### config.mk
export PLATFORM = sky130hd
export DESIGN_NAME = ar_tag_arbiter_flat
export DESIGN_NICKNAME = d
export VERILOG_FILES = /design/src/rtl/ar_tag_arbiter_if.sv /design/src/rtl/ar_tag_arbiter.sv /design/src/flat_wrapper.sv
export SDC_FILE = /design/constraint.sdc
export NUM_CORES = 1
export LEC_CHECK = 0
export CORE_MARGIN = 1
export CORE_UTILIZATION = 35
export CTS_CLUSTER_DIAMETER = 30
export DETAILED_ROUTE_END_ITERATION = 8
export PLACE_DENSITY = 0.65
export SLEW_MARGIN = 10
export SYNTH_ARGS = -nofsm -noshare
export SYNTH_HDL_FRONTEND = slang
export SYNTH_SLANG_ARGS = --single-unit
### constraint.sdc
create_clock -name clk -period 12.4 [get_ports clk]
set_input_delay 1.24 -clock clk [delete_from_list [all_inputs] [get_ports clk]]
set_output_delay 1.24 -clock clk [all_outputs]
set_load 0.05 [all_outputs]
### src/rtl/ar_tag_arbiter_if.sv
// AR request/grant bundle between requesters, the tag arbiter and the downstream
// reorder-buffer master port, plus the tag release path.
interface ar_tag_arbiter_if #(
  parameter int NUM_PORTS  = 4,
  parameter int ID_WIDTH   = 4,
  parameter int ADDR_WIDTH = 32,
  parameter int LEN_WIDTH  = 8,
  parameter int TAG_WIDTH  = 4
);
  localparam int SRC_WIDTH = $clog2(NUM_PORTS);

  logic [NUM_PORTS-1:0]            in_valid;
  logic [NUM_PORTS-1:0]            in_ready;
  logic [NUM_PORTS*ID_WIDTH-1:0]   in_id;
  logic [NUM_PORTS*ADDR_WIDTH-1:0] in_addr;
  logic [NUM_PORTS*LEN_WIDTH-1:0]  in_len;
  logic [NUM_PORTS*3-1:0]          in_size;
  logic [NUM_PORTS*2-1:0]          in_burst;
  logic [NUM_PORTS*4-1:0]          in_qos;

  logic                  out_valid;
  logic                  out_ready;
  logic [ID_WIDTH-1:0]   out_id;
  logic [ADDR_WIDTH-1:0] out_addr;
  logic [LEN_WIDTH-1:0]  out_len;
  logic [2:0]            out_size;
  logic [1:0]            out_burst;
  logic [3:0]            out_qos;
  logic [TAG_WIDTH-1:0]  out_tagid;
  logic [SRC_WIDTH-1:0]  out_src;

  logic                 rel_valid;
  logic [TAG_WIDTH-1:0] rel_tag;
  logic [TAG_WIDTH:0]   tags_used;
  logic                 rel_err;

  modport slave (
    input  in_valid, in_id, in_addr, in_len, in_size, in_burst, in_qos,
    output in_ready,
    output out_valid, out_id, out_addr, out_len, out_size, out_burst, out_qos,
    output out_tagid, out_src,
    input  out_ready,
    input  rel_valid, rel_tag,
    output tags_used, rel_err
  );

  modport master (
    output in_valid, in_id, in_addr, in_len, in_size, in_burst, in_qos,
    input  in_ready,
    input  out_valid, out_id, out_addr, out_len, out_size, out_burst, out_qos,
    input  out_tagid, out_src,
    output out_ready,
    output rel_valid, rel_tag,
    input  tags_used, rel_err
  );
endinterface

### src/rtl/ar_tag_arbiter.sv
// Strict-QoS / round-robin AR channel arbiter with a one-slot output register
// and a reorder tag pool (lowest free tag allocated on each grant).
module ar_tag_arbiter #(
  parameter int NUM_PORTS  = 4,
  parameter int ID_WIDTH   = 4,
  parameter int ADDR_WIDTH = 32,
  parameter int LEN_WIDTH  = 8,
  parameter int TAG_WIDTH  = 4
) (
  input  logic               clk,
  input  logic               rst_n,
  ar_tag_arbiter_if.slave    bus
);
  localparam int SRC_WIDTH = $clog2(NUM_PORTS);
  localparam int DEPTH     = 1 << TAG_WIDTH;

  logic [ID_WIDTH-1:0]   id_arr    [NUM_PORTS];
  logic [ADDR_WIDTH-1:0] addr_arr  [NUM_PORTS];
  logic [LEN_WIDTH-1:0]  len_arr   [NUM_PORTS];
  logic [2:0]            size_arr  [NUM_PORTS];
  logic [1:0]            burst_arr [NUM_PORTS];
  logic [3:0]            qos_arr   [NUM_PORTS];

  generate
    for (genvar gi = 0; gi < NUM_PORTS; gi++) begin : g_unpack
      assign id_arr[gi]    = bus.in_id[gi*ID_WIDTH +: ID_WIDTH];
      assign addr_arr[gi]  = bus.in_addr[gi*ADDR_WIDTH +: ADDR_WIDTH];
      assign len_arr[gi]   = bus.in_len[gi*LEN_WIDTH +: LEN_WIDTH];
      assign size_arr[gi]  = bus.in_size[gi*3 +: 3];
      assign burst_arr[gi] = bus.in_burst[gi*2 +: 2];
      assign qos_arr[gi]   = bus.in_qos[gi*4 +: 4];
    end
  endgenerate

  logic                  out_valid_reg;
  logic [ID_WIDTH-1:0]   out_id_reg;
  logic [ADDR_WIDTH-1:0] out_addr_reg;
  logic [LEN_WIDTH-1:0]  out_len_reg;
  logic [2:0]            out_size_reg;
  logic [1:0]            out_burst_reg;
  logic [3:0]            out_qos_reg;
  logic [TAG_WIDTH-1:0]  out_tagid_reg;
  logic [SRC_WIDTH-1:0]  out_src_reg;
  logic [SRC_WIDTH-1:0]  rr_ptr_reg;
  logic [DEPTH-1:0]      busy_reg;
  logic [TAG_WIDTH:0]    tags_used_reg;
  logic                  rel_err_reg;

  logic                 any_valid;
  logic [3:0]           max_qos;
  logic                 found;
  logic [SRC_WIDTH-1:0] cand;
  logic [SRC_WIDTH-1:0] winner;
  logic [TAG_WIDTH-1:0] free_tag;
  logic                 pool_full;
  logic                 can_load;
  logic                 rel_hit;
  logic [NUM_PORTS-1:0] ready_vec;

  function automatic logic [SRC_WIDTH-1:0] port_at(input logic [SRC_WIDTH-1:0] base, input int k);
    int s;
    s = int'(base) + k;
    if (s >= NUM_PORTS) s = s - NUM_PORTS;
    return SRC_WIDTH'(s);
  endfunction

  // Highest QoS wins; ties go to the first valid port at or after rr_ptr.
  always_comb begin
    any_valid = 1'b0;
    max_qos   = 4'd0;
    for (int p = 0; p < NUM_PORTS; p++) begin
      if (bus.in_valid[p]) begin
        any_valid = 1'b1;
        if (qos_arr[p] > max_qos) max_qos = qos_arr[p];
      end
    end
    found  = 1'b0;
    cand   = '0;
    winner = '0;
    for (int k = 0; k < NUM_PORTS; k++) begin
      cand = port_at(rr_ptr_reg, k);
      if (!found && bus.in_valid[cand] && qos_arr[cand] == max_qos) begin
        found  = 1'b1;
        winner = cand;
      end
    end
  end

  always_comb begin
    free_tag = '0;
    for (int t = DEPTH - 1; t >= 0; t--) begin
      if (!busy_reg[t]) free_tag = TAG_WIDTH'(t);
    end
  end

  assign pool_full = (tags_used_reg == (TAG_WIDTH+1)'(DEPTH));
  assign can_load  = rst_n && (!out_valid_reg || bus.out_ready) && !pool_full && any_valid;
  assign rel_hit   = bus.rel_valid && busy_reg[bus.rel_tag];

  always_comb begin
    ready_vec = '0;
    if (can_load) ready_vec[winner] = 1'b1;
  end

  always_ff @(posedge clk or negedge rst_n) begin
    if (!rst_n) begin
      out_valid_reg <= 1'b0;
      out_id_reg    <= '0;
      out_addr_reg  <= '0;
      out_len_reg   <= '0;
      out_size_reg  <= '0;
      out_burst_reg <= '0;
      out_qos_reg   <= '0;
      out_tagid_reg <= '0;
      out_src_reg   <= '0;
      rr_ptr_reg    <= '0;
      busy_reg      <= '0;
      tags_used_reg <= '0;
      rel_err_reg   <= 1'b0;
    end else begin
      rel_err_reg <= bus.rel_valid && !busy_reg[bus.rel_tag];
      // Allocated tag is free and released tag is busy, so the two never collide.
      if (rel_hit) busy_reg[bus.rel_tag] <= 1'b0;
      if (can_load) begin
        busy_reg[free_tag] <= 1'b1;
        out_valid_reg      <= 1'b1;
        out_id_reg         <= id_arr[winner];
        out_addr_reg       <= addr_arr[winner];
        out_len_reg        <= len_arr[winner];
        out_size_reg       <= size_arr[winner];
        out_burst_reg      <= burst_arr[winner];
        out_qos_reg        <= qos_arr[winner];
        out_tagid_reg      <= free_tag;
        out_src_reg        <= winner;
        rr_ptr_reg         <= port_at(winner, 1);
      end else if (bus.out_ready) begin
        out_valid_reg <= 1'b0;
      end
      case ({can_load, rel_hit})
        2'b10:   tags_used_reg <= tags_used_reg + 1'b1;
        2'b01:   tags_used_reg <= tags_used_reg - 1'b1;
        default: tags_used_reg <= tags_used_reg;
      endcase
    end
  end

  assign bus.in_ready  = ready_vec;
  assign bus.out_valid = out_valid_reg;
  assign bus.out_id    = out_id_reg;
  assign bus.out_addr  = out_addr_reg;
  assign bus.out_len   = out_len_reg;
  assign bus.out_size  = out_size_reg;
  assign bus.out_burst = out_burst_reg;
  assign bus.out_qos   = out_qos_reg;
  assign bus.out_tagid = out_tagid_reg;
  assign bus.out_src   = out_src_reg;
  assign bus.tags_used = tags_used_reg;
  assign bus.rel_err   = rel_err_reg;
endmodule

### src/flat_wrapper.sv
// flat-port wrapper written by rule: the top's interface ports become plain ports
module ar_tag_arbiter_flat 
#(
  parameter int NUM_PORTS  = 4,
  parameter int ID_WIDTH   = 4,
  parameter int ADDR_WIDTH = 32,
  parameter int LEN_WIDTH  = 8,
  parameter int TAG_WIDTH  = 4
)
  (clk, rst_n, bus_in_valid, bus_in_id, bus_in_addr, bus_in_len, bus_in_size, bus_in_burst, bus_in_qos, bus_in_ready, bus_out_valid, bus_out_id, bus_out_addr, bus_out_len, bus_out_size, bus_out_burst, bus_out_qos, bus_out_tagid, bus_out_src, bus_out_ready, bus_rel_valid, bus_rel_tag, bus_tags_used, bus_rel_err);
  ar_tag_arbiter_if #(.NUM_PORTS(NUM_PORTS), .ID_WIDTH(ID_WIDTH), .ADDR_WIDTH(ADDR_WIDTH), .LEN_WIDTH(LEN_WIDTH), .TAG_WIDTH(TAG_WIDTH)) bus_i ();
  input  logic clk;
  input  logic rst_n;
  input wire logic [$bits(bus_i.in_valid)-1:0] bus_in_valid;
  input wire logic [$bits(bus_i.in_id)-1:0] bus_in_id;
  input wire logic [$bits(bus_i.in_addr)-1:0] bus_in_addr;
  input wire logic [$bits(bus_i.in_len)-1:0] bus_in_len;
  input wire logic [$bits(bus_i.in_size)-1:0] bus_in_size;
  input wire logic [$bits(bus_i.in_burst)-1:0] bus_in_burst;
  input wire logic [$bits(bus_i.in_qos)-1:0] bus_in_qos;
  output wire logic [$bits(bus_i.in_ready)-1:0] bus_in_ready;
  output wire logic [$bits(bus_i.out_valid)-1:0] bus_out_valid;
  output wire logic [$bits(bus_i.out_id)-1:0] bus_out_id;
  output wire logic [$bits(bus_i.out_addr)-1:0] bus_out_addr;
  output wire logic [$bits(bus_i.out_len)-1:0] bus_out_len;
  output wire logic [$bits(bus_i.out_size)-1:0] bus_out_size;
  output wire logic [$bits(bus_i.out_burst)-1:0] bus_out_burst;
  output wire logic [$bits(bus_i.out_qos)-1:0] bus_out_qos;
  output wire logic [$bits(bus_i.out_tagid)-1:0] bus_out_tagid;
  output wire logic [$bits(bus_i.out_src)-1:0] bus_out_src;
  input wire logic [$bits(bus_i.out_ready)-1:0] bus_out_ready;
  input wire logic [$bits(bus_i.rel_valid)-1:0] bus_rel_valid;
  input wire logic [$bits(bus_i.rel_tag)-1:0] bus_rel_tag;
  output wire logic [$bits(bus_i.tags_used)-1:0] bus_tags_used;
  output wire logic [$bits(bus_i.rel_err)-1:0] bus_rel_err;
  assign bus_i.in_valid = bus_in_valid;
  assign bus_i.in_id = bus_in_id;
  assign bus_i.in_addr = bus_in_addr;
  assign bus_i.in_len = bus_in_len;
  assign bus_i.in_size = bus_in_size;
  assign bus_i.in_burst = bus_in_burst;
  assign bus_i.in_qos = bus_in_qos;
  assign bus_in_ready = bus_i.in_ready;
  assign bus_out_valid = bus_i.out_valid;
  assign bus_out_id = bus_i.out_id;
  assign bus_out_addr = bus_i.out_addr;
  assign bus_out_len = bus_i.out_len;
  assign bus_out_size = bus_i.out_size;
  assign bus_out_burst = bus_i.out_burst;
  assign bus_out_qos = bus_i.out_qos;
  assign bus_out_tagid = bus_i.out_tagid;
  assign bus_out_src = bus_i.out_src;
  assign bus_i.out_ready = bus_out_ready;
  assign bus_i.rel_valid = bus_rel_valid;
  assign bus_i.rel_tag = bus_rel_tag;
  assign bus_tags_used = bus_i.tags_used;
  assign bus_rel_err = bus_i.rel_err;
  ar_tag_arbiter #(.NUM_PORTS(NUM_PORTS), .ID_WIDTH(ID_WIDTH), .ADDR_WIDTH(ADDR_WIDTH), .LEN_WIDTH(LEN_WIDTH), .TAG_WIDTH(TAG_WIDTH)) u_core (.clk(clk), .rst_n(rst_n), .bus(bus_i));
endmodule
**Run 1: the clock network**

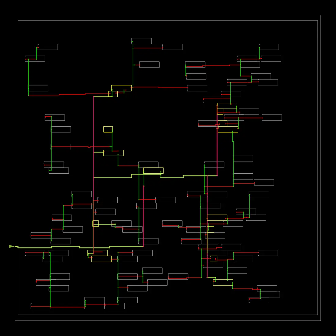
flop count: 84
clock buf count: 9
TritonCTS Buffers: 9
Layout Skew: 7.19 ps

**Run 1: cell density map**

Scale: 3 px per um. 14 x 14 tiles, from white (low) to dark blue (high), 0 to 100% covered.
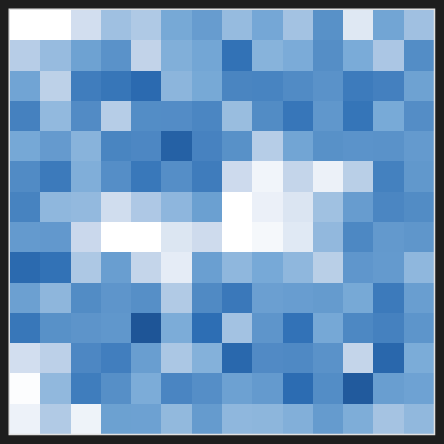
- mean over tiles: 49%
- emptiest ninth of the die: centre
- fullest tile: 85%
Final Core Density: 0.539
Core ar.: 18800 um2
Init Core Util: 0.360

==> qor.csv, run 1 <==
stage;metric;value;unit
run_status;status;finished, final reports clean;
synthesis;Distinct cells, synth;65;
placement;DP Area;9870;um2
finish;Fill cells;1752;
synthesis;Syn Area/Cell;9.55;um2
worst_hold_path;hold_sp;u_core.bus.out_len[5];
final_timing;hold violation total from the final report;0;
floorplan;Die W;141;um
worst_setup_path;FF-to-FF End;u_core.bus.out_addr[31];
finish;dominant logic cell type in the layout;clkdlybuf4s50_1;
worst_hold_path;Hold Path End;u_core.bus.out_len[5];
finish;area delta synth->final;49.7;%
synthesis;Ys Warns;0;
synthesis;yosys synthesis chip area;6790;um2
power_and_ir_drop;VDD IR max;0.104;mV
synthesis;Post-synth EDFFs;0;
floorplan;# rows;50;
worst_setup_path;Worst Path Arrival;8320;ps
worst_setup_path;worst-path maximum fanout;42;
flow_run;OpenROAD warning count;26;
worst_setup_path;critical path capture point type;output port;
drt;WL met1;8860;um
global_route;M3 GR Usage;0.0456;
synthesis;Top FF cell, synth;dfrtp_1;
global_route;first-pass GRT wire length;32500;um
final_timing;Fmax achieved;105;MHz
drt;WL/cell;17.1;um
worst_setup_path;CP bufs+invs;3;
power_and_ir_drop;Tot Pwr;2.32;mW
global_route;GR Util All Layers;0.211;
synthesis;synthesized area;6790;um2
global_route;met2 Use GR;0.377;
global_route;Overflow after GRT;0;
finish;Top Layout Cells;clkdlybuf4s50_1 (292), mux2i_1 (119), nand2_1 (94), dfrtp_1 (84), mux2_2 (58);
synthesis;Syn Nets;952;
drt;Via density;5.06;
global_route;GR Util met1;0.253;
worst_setup_path;Critical Path Stages;25;
worst_setup_path;crit path to;bus_in_ready[0];
drt;WL met2;10600;um
flow_run;max-cap violation count;0;
global_route;most used routing layer;met2;
drt;initial DRC count;197;
**Run 1: metal 4**

Scale: 4 px per um. Supply wires on this layer in grey.
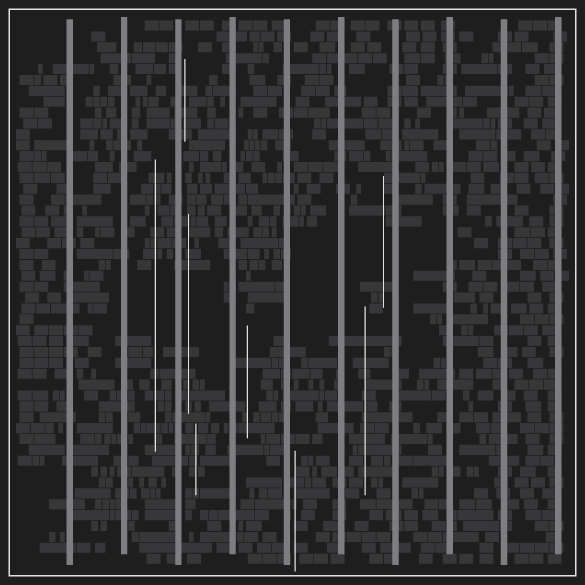
- nets with wire on the layer: 6
- wire length on this layer: 298 um
- longest straight run: 72.8 um
Vias: 6314
DRT Wirelength: 21300 um

-- run 1: synth_stat cells (4+ instances only) --
cell | count | share of area
mux2i_1 | 119 | 0.18
nand2_1 | 94 | 0.052
dfrtp_1 | 84 | 0.31
mux2_2 | 58 | 0.096
o21ai_1 | 54 | 0.040
o21ai_0 | 44 | 0.032
nor2_1 | 27 | 0.015
a21oi_1 | 23 | 0.017
clkbuf_1 | 17 | 0.0094
ha_1 | 16 | 0.029
nand3_1 | 13 | 0.0096
inv_1 | 12 | 0.0066
xnor2_1 | 12 | 0.015
buf_2 | 11 | 0.0081
buf_6 | 11 | 0.018
nand4_1 | 9 | 0.0083
nand2b_1 | 6 | 0.0055
xor2_1 | 6 | 0.0077
mux4_2 | 5 | 0.017
a211o_1 | 4 | 0.0052
a21o_1 | 4 | 0.0044
and2_1 | 4 | 0.0037
and3_1 | 4 | 0.0037
mux2_4 | 4 | 0.0088
o311ai_2 | 4 | 0.0096
o31ai_1 | 4 | 0.0044
or2_2 | 4 | 0.0037
-- run 1: cell families (layout without fill, tap and decap cells) --
| logic type | count (synthesis) | in the layout | synth area share |
|---|---|---|---|
| fa+ha+maj | 17 | 17 | 0.0324 |
| simple gates | 185 | 185 | 0.130 |
| flops | 84 | 84 | 0.310 |
| compound gates | 166 | 166 | 0.162 |
| xor+xnor | 18 | 18 | 0.0232 |
| mux | 186 | 186 | 0.297 |
| buf+inv | 55 | 331 | 0.0452 |
-- run 1: final cells by class --
type                    count  area share
clock inverters             7     0.00653
repair buffers            302       0.295
flip-flops and latches     84       0.207
clock buffers               9      0.0222
inverters                  13     0.00505
well taps                 260      0.0320
multi-input cells         572       0.432
-- run 1: power by group --
group          internal [mW]  total, mW  switching, mW
registers              0.393      0.481         0.0878
clock network          0.141      0.271          0.130
logic                  0.651       1.56          0.913
--- run 2 (diff from run 1) ---
==> constraint.sdc (replaced) <==
create_clock -name clk -period 9 [get_ports clk]
set_input_delay 0.9 -clock clk [delete_from_list [all_inputs] [get_ports clk]]
set_output_delay 0.9 -clock clk [all_outputs]
set_load 0.05 [all_outputs]
**Run 2: metal 4**

Scale: 4 px per um. Supply wires on this layer in grey.
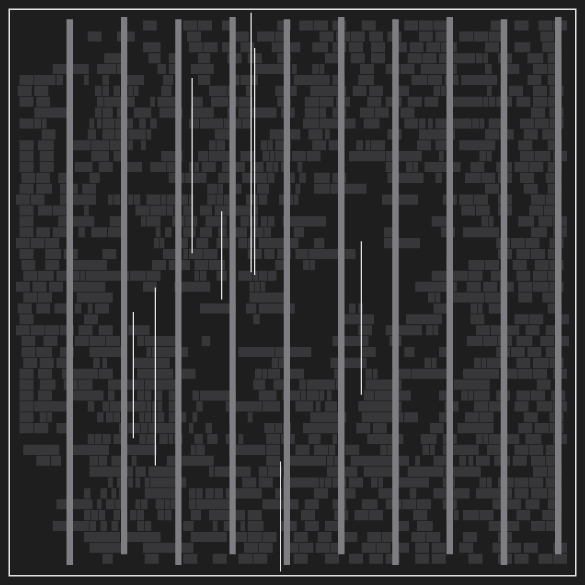
- nets with wire on the layer: 6
- wire length on this layer: 327 um
- share of all routed wire: 1.5%
- main direction: vertical

**Run 2: cell density map**

Scale: 3 px per um. 14 x 14 tiles, from white (low) to dark blue (high), 0 to 100% covered.
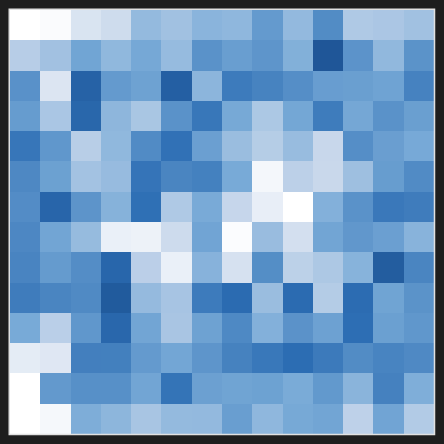
- tiles over 75% full: 6.6%
- nearly empty tiles: 2.6%
- fullest tile: 85%
- mean over tiles: 49%
Final Core Density: 0.540

==> qor.csv, run 2 <==
stage;metric;value;unit;change
run_status;status;finished, final reports clean;;
synthesis;top cells by area;dfrtp_1 (31%), mux2i_1 (18%), mux2_2 (9.6%), nand2_1 (5.2%), o21ai_1 (4.0%);;
final_timing;Layout Skew;13.2;ps;+6.02 ps
drt;Via density;4.99;;-1.5%
floorplan;Init Core Util;0.360;;unchanged
global_route;GR Util met1;0.257;;+0.00384
global_route;first-pass GRT wire length;32800;um;+0.94%
clocking;TritonCTS Buffers;9;;unchanged
flow_run;max-cap violation count;0;;unchanged
synthesis;Post-synth EDFFs;0;;unchanged
power_and_ir_drop;VDD IR max;0.133;mV;+27%
worst_setup_path;critical path capture point type;output port;;
final_timing;Fmax achieved;119;MHz;
drt;WL/cell;17.0;um;-0.32%
floorplan;Core ar.;18800;um2;unchanged
final_timing;hold violation total from the final report;0;;unchanged
finish;Fill cells;1742;;-0.57%
synthesis;yosys synthesis chip area;6790;um2;unchanged
drt;WL met1;8880;um;+0.20%
drt;WL met2;10700;um;+0.85%
synthesis;Syn Nets;952;;unchanged
worst_setup_path;CP bufs+invs;2;;-1
placement;DP Area;9870;um2;unchanged
synthesis;Ys Warns;0;;unchanged
floorplan;# rows;50;;unchanged
floorplan;Die W;141;um;unchanged
flow_run;OpenROAD warning count;26;;unchanged
synthesis;synthesized area;6790;um2;unchanged
global_route;M3 GR Usage;0.0425;;-0.00304
drt;DRT Wirelength;21200;um;-0.32%
drt;initial DRC count;185;;-6.1%
synthesis;Top FF cell, synth;dfrtp_1;;
synthesis;top cells by count, synth;mux2i_1 (119), nand2_1 (94), dfrtp_1 (84);;
synthesis;Area leader share;0.310;;unchanged
finish;dominant logic cell type in the layout;clkdlybuf4s50_1;;
power_and_ir_drop;Tot Pwr;3.20;mW;+38%
synthesis;Distinct cells, synth;65;;unchanged
worst_setup_path;Worst Path Arrival;7520;ps;-800 ps
global_route;GR Util All Layers;0.212;;+0.00117
synthesis;most common cell in the netlist;mux2i_1;;
synthesis;area leader, netlist;dfrtp_1;;
global_route;Overflow after GRT;0;;unchanged
finish;Top Layout Cells;clkdlybuf4s50_1 (291), mux2i_1 (119), nand2_1 (94), dfrtp_1 (84), mux2_2 (58);;
run 2: worst paths after layout:
| path | slack (ps) | end | cells after the start |
|---|---|---|---|
| worst max-delay path | 580 | bus_in_ready[1] | 23 |
| worst min-delay path | 450 | u_core.busy_reg[15] | 1 |
| worst max register to register | 3880 | u_core.bus.out_addr[31] | 11 |
| worst min register to register | 480 | u_core.bus.out_tagid[1] | 2 |
| max in group asynchronous | 7430 | u_core.bus.out_burst[1] | 2 |
| min in group clk | 480 | u_core.bus.out_tagid[1] | 2 |
run 2: final cells by class:
class	instances	area, um2	area share
well taps	260	325	0.0320
inverters	13	51.3	0.00504
multi-input cells	572	4390	0.432
clock buffers	10	229	0.0225
flip-flops and latches	84	2100	0.207
repair buffers	302	3000	0.295
clock inverters	6	71.3	0.00701
run 2: logic make-up after synthesis:
family,share of synthesized area
flip-flops,0.310
adder cells (fa/ha/maj),0.0324
AND-OR/OR-AND,0.162
XOR/XNOR,0.0232
buffers and inverters,0.0452
multiplexers,0.297
AND/OR/NAND/NOR,0.130
run 2: worst reg2reg max path, delay by kind of cell, from the launching register on:
| family | cells | cell delay [ps] |
|---|---|---|
| buf+inv | 3 | 2010 |
| simple gates | 1 | 200 |
| flops | 1 | 900 |
| compound gates | 3 | 720 |
| mux | 3 | 1000 |
| xor+xnor | 1 | 210 |
run 2: stage by stage:
step	utilization	hold slack [ps]	worst slack, ps
after floorplan	-	519	1400
after global placement	0.524	465	584
final	0.540	449	577
after global routing	0.540	455	61.9
after detailed placement	0.524	465	509
after CTS	0.540	449	497
run 2: power by group:
part	leakage (nW)	switching, mW	internal (mW)
Clock	0.145	0.167	0.219
Sequential	1.03	0.123	0.542
Combinational	3.51	1.26	0.896
Total	4.68	1.55	1.66
Power figures rest on the tool's default switching activity, not on a simulated workload.
